==> run_1/clk_routes.png <==
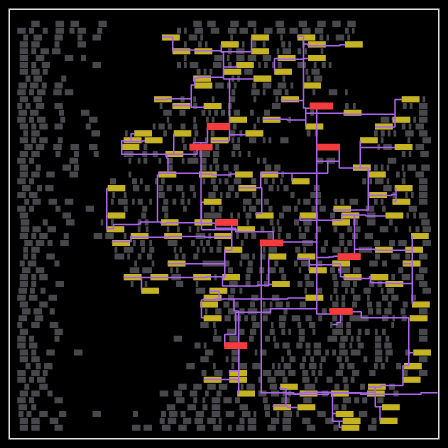
==> run_1/congestion.png <==
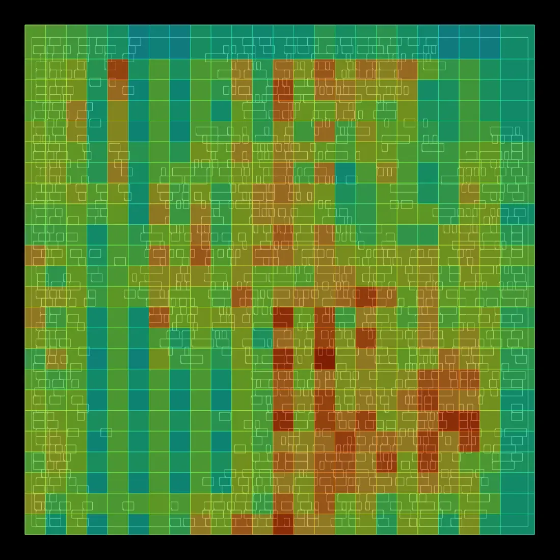
==> run_1/wires.png <==
The bar under the picture is 50 µm long.
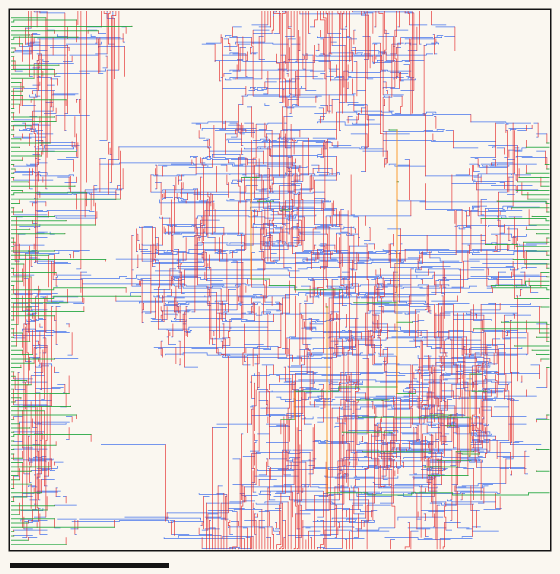
Design engine_host_seq, sky130hd; sources not shown.
==> Changelog: implementation, run 1 <==
### Physical design

* Vias in the first global route at 6882
* Fin util at 35.48%
* Inst Count DP at 1384
* Combinational share of cell area at 37.57%
* Comb group at 0.150 mW
* Crit path buf inv count at 2
* Initial DRC count at approximately 330
* Log Warnings at 27
* CP required at 3.58 ns
* Crit path depth at 9
* Met1 WL at between 10 and 15 mm
* CORE AREA at 27030 µm²
* Maximum clock path buffer count at 2
* Clock buf/inv share at 3.106%
* Met2 Wirelength at 10.88 mm
* R2R cell count at 9
* EDFF count, synth at 0
* Most frequent CP cell: or4_1
* Status: finished clean
* Root buffer selected by CTS: clkbuf_16
* Multi-input logic cell count at 616
* Inverter count at 11
* Seq group at 0.969 mW
* H-tree Lvls at 3
* Final setup violation count at 0
* Top sig layer: met4
* Top Layout Cells: 276 x clkdlybuf4s50_1, 120 x nand2_1, 112 x dfxtp_1
* Mux share at 5.671%
* Multi-input logic area at roughly 3600 µm²
* Synth top cell by count: nand2_1
* Worst-path clk slew at 0.07 ns
* TAP cells at 341
* Simple Share, Synth at 38.73%
* Syn-to-layout area delta at 58.03%
* Sequential power share at about half
* FF+latch area at between 2000 and 2500 µm²
* Fill cells at around 3200
* Via/cell ratio at about 4.8
* Top cells, area: dfxtp_1 37%, and3_1 7.5%, nand2_1 7.4%
* Final setup TNS at 0 ns
* Routed wl met3 at around 1.7 mm
Back to the opening pictures, clk_routes.png:
[flip-flops] yellow | count: 112
[clock drivers] red | count: 9
[clock wires] purple | length: 1740 µm
routed clock nets: 10
Clk pwr share: 42.4%
clk ins delay skew pair: 0.36 ns
clock-net power: 0.824 mW

Back to the opening pictures, congestion.png:
Most Crowded Layer GR: met2
met2 usage in global routing: 26.83%
DR WL/cell: 16.81 µm
routing usage on met3: 4.093%

Back to the opening pictures, wires.png:
[metal 3] green | wire length: 1710 µm
[metal 2] red | wire length: 10900 µm
[metal 1] blue | wire length: 10700 µm
[metal 4] orange | wire length: 208 µm
GR Util All Layers: 15.96%
routed wire length: 23.53 mm

==> run 1 -> run 2 <==
- CORE_UTILIZATION: 22 -> 24
- GPL_TIMING_DRIVEN: not set -> 0
- PLACE_DENSITY: 0.82 -> 0.89
- clock period: 4.6 -> 5.1 ns (I/O delays scaled with it)
==> run 2 against run 1 <==
Net effect:
- count of clock-buffer cells in the layout decreased by 1
- cell count increased by 1.4%
- sequential cell count unchanged
- power decreased by 10%
- die size decreased by 8.1%
- critical path type unchanged
- synthesized cell count unchanged
- critical path depth unchanged
- clock power decreased by 12%
==> Changelog: implementation, run 2 <==
### Physical design

* Dpl hpwl at between 15 and 20 mm
* Initial antenna violation count at 0
* Comb group at 0.140 mW (-7%)
* Clock-net power at 0.729 mW (-12%)
* Log Warnings at 27 (unchanged)
* Syn-to-layout area delta at 58.22%
* Clk ins delay skew pair at 0.35 ns (about the same)
* Max stage delay on crit path at 0.63 ns
* Multi-input logic cell count at 616 (unchanged)
* Inverter count at 11 (unchanged)
* Clock buf/inv share at 3.076% (-0.030 points)
* Initial DRC count at 283 (-15%)
* Fill cells at 3050 (-6.0%)
* Met1 WL at 10.09 mm (-6.0%)
* Crit path depth at 9 (unchanged)
* Met2 Wirelength at 11.88 mm (+9.2%)
* Dominant combinational family: simple AND/OR/NAND/NOR gates
* FF+latch area at 2242 µm² (unchanged)
* Clkbuf count at 11
* Simple Share, Synth at 38.73% (unchanged)
* TAP cells at 330 (-3.2%)
* Seq group at 0.874 mW (-9.8%)
* Top Layout Cells: 278 x clkdlybuf4s50_1, 120 x nand2_1, 112 x dfxtp_1
* Multi-input logic area at 3591 µm² (-0.31%)
* Crit path buf inv count at 6 (+4)
* Most Crowded Layer GR: met2
* H-tree Lvls at 3 (unchanged)
* Routed wl met3 at 1.558 mm (-8.9%)
* Largest type area fraction at 36.96%
* Crit start category: flip-flop
* R2R cell count at 9 (unchanged)
* Clk pwr share at 41.8% (-0.6 points)
* Final setup TNS at 0 ns (unchanged)
* Seq/total area at 23.36%
* Combinational share of cell area at 37.41% (-0.16 points)
* Peak supply drop at 0.1737 mV
* Top cells, area: dfxtp_1 37%, and3_1 7.5%, nand2_1 7.4%
* Mux share at 5.671% (unchanged)
* Inst Count DP at 1403 (+1.4%)
* Maximum clock path buffer count at 2 (unchanged)
* Final setup violation count at 0 (unchanged)
* Most frequent CP cell: clkbuf_1
* CP required at 3.98 ns (+0.40 ns)
* Status: finished clean
* DR WL/cell at 16.84 µm (+0.20%)
* Worst-path clk slew at 0.07 ns (about the same)
* Sequential power share at 50.1% (+0.2 points)
* Root buffer selected by CTS: clkbuf_16
* Top sig layer: met4
==> run_2/cell_density.png <==
16 x 16 tiles, from dark blue (low) to red (high), 0 to 100% covered.
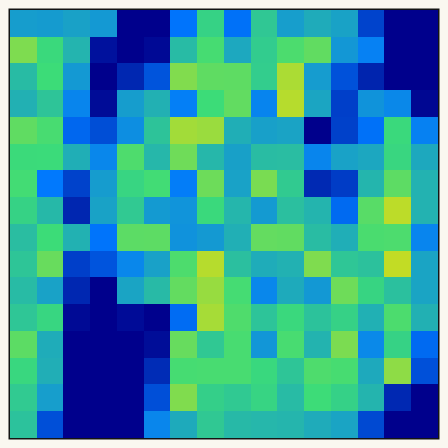
mean over tiles: 35%
emptiest ninth of the die: lower left
fullest tile: 67%
nearly empty tiles: 12%
FP Core Util: 24.30%
fin util: 38.45%
CORE AREA: 24960 µm²

==> run_2/congestion.png <==
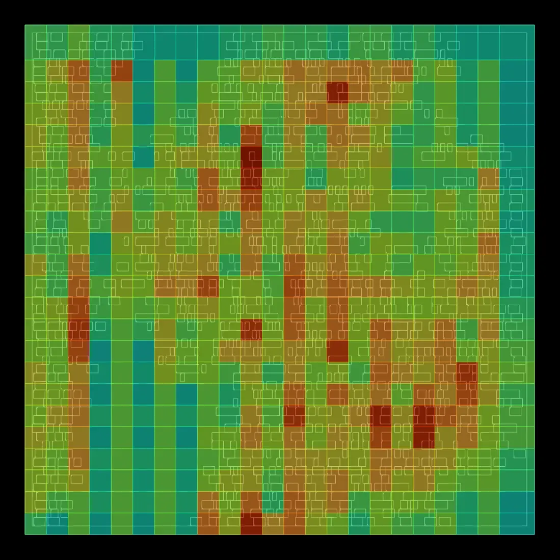
met2 usage in global routing: 30.97%
routing usage on met3: 4.787%
GR Util All Layers: 17.52%
routing usage on met1: 20.81%

No activity file was given, so power comes from the tool's default toggle rates.
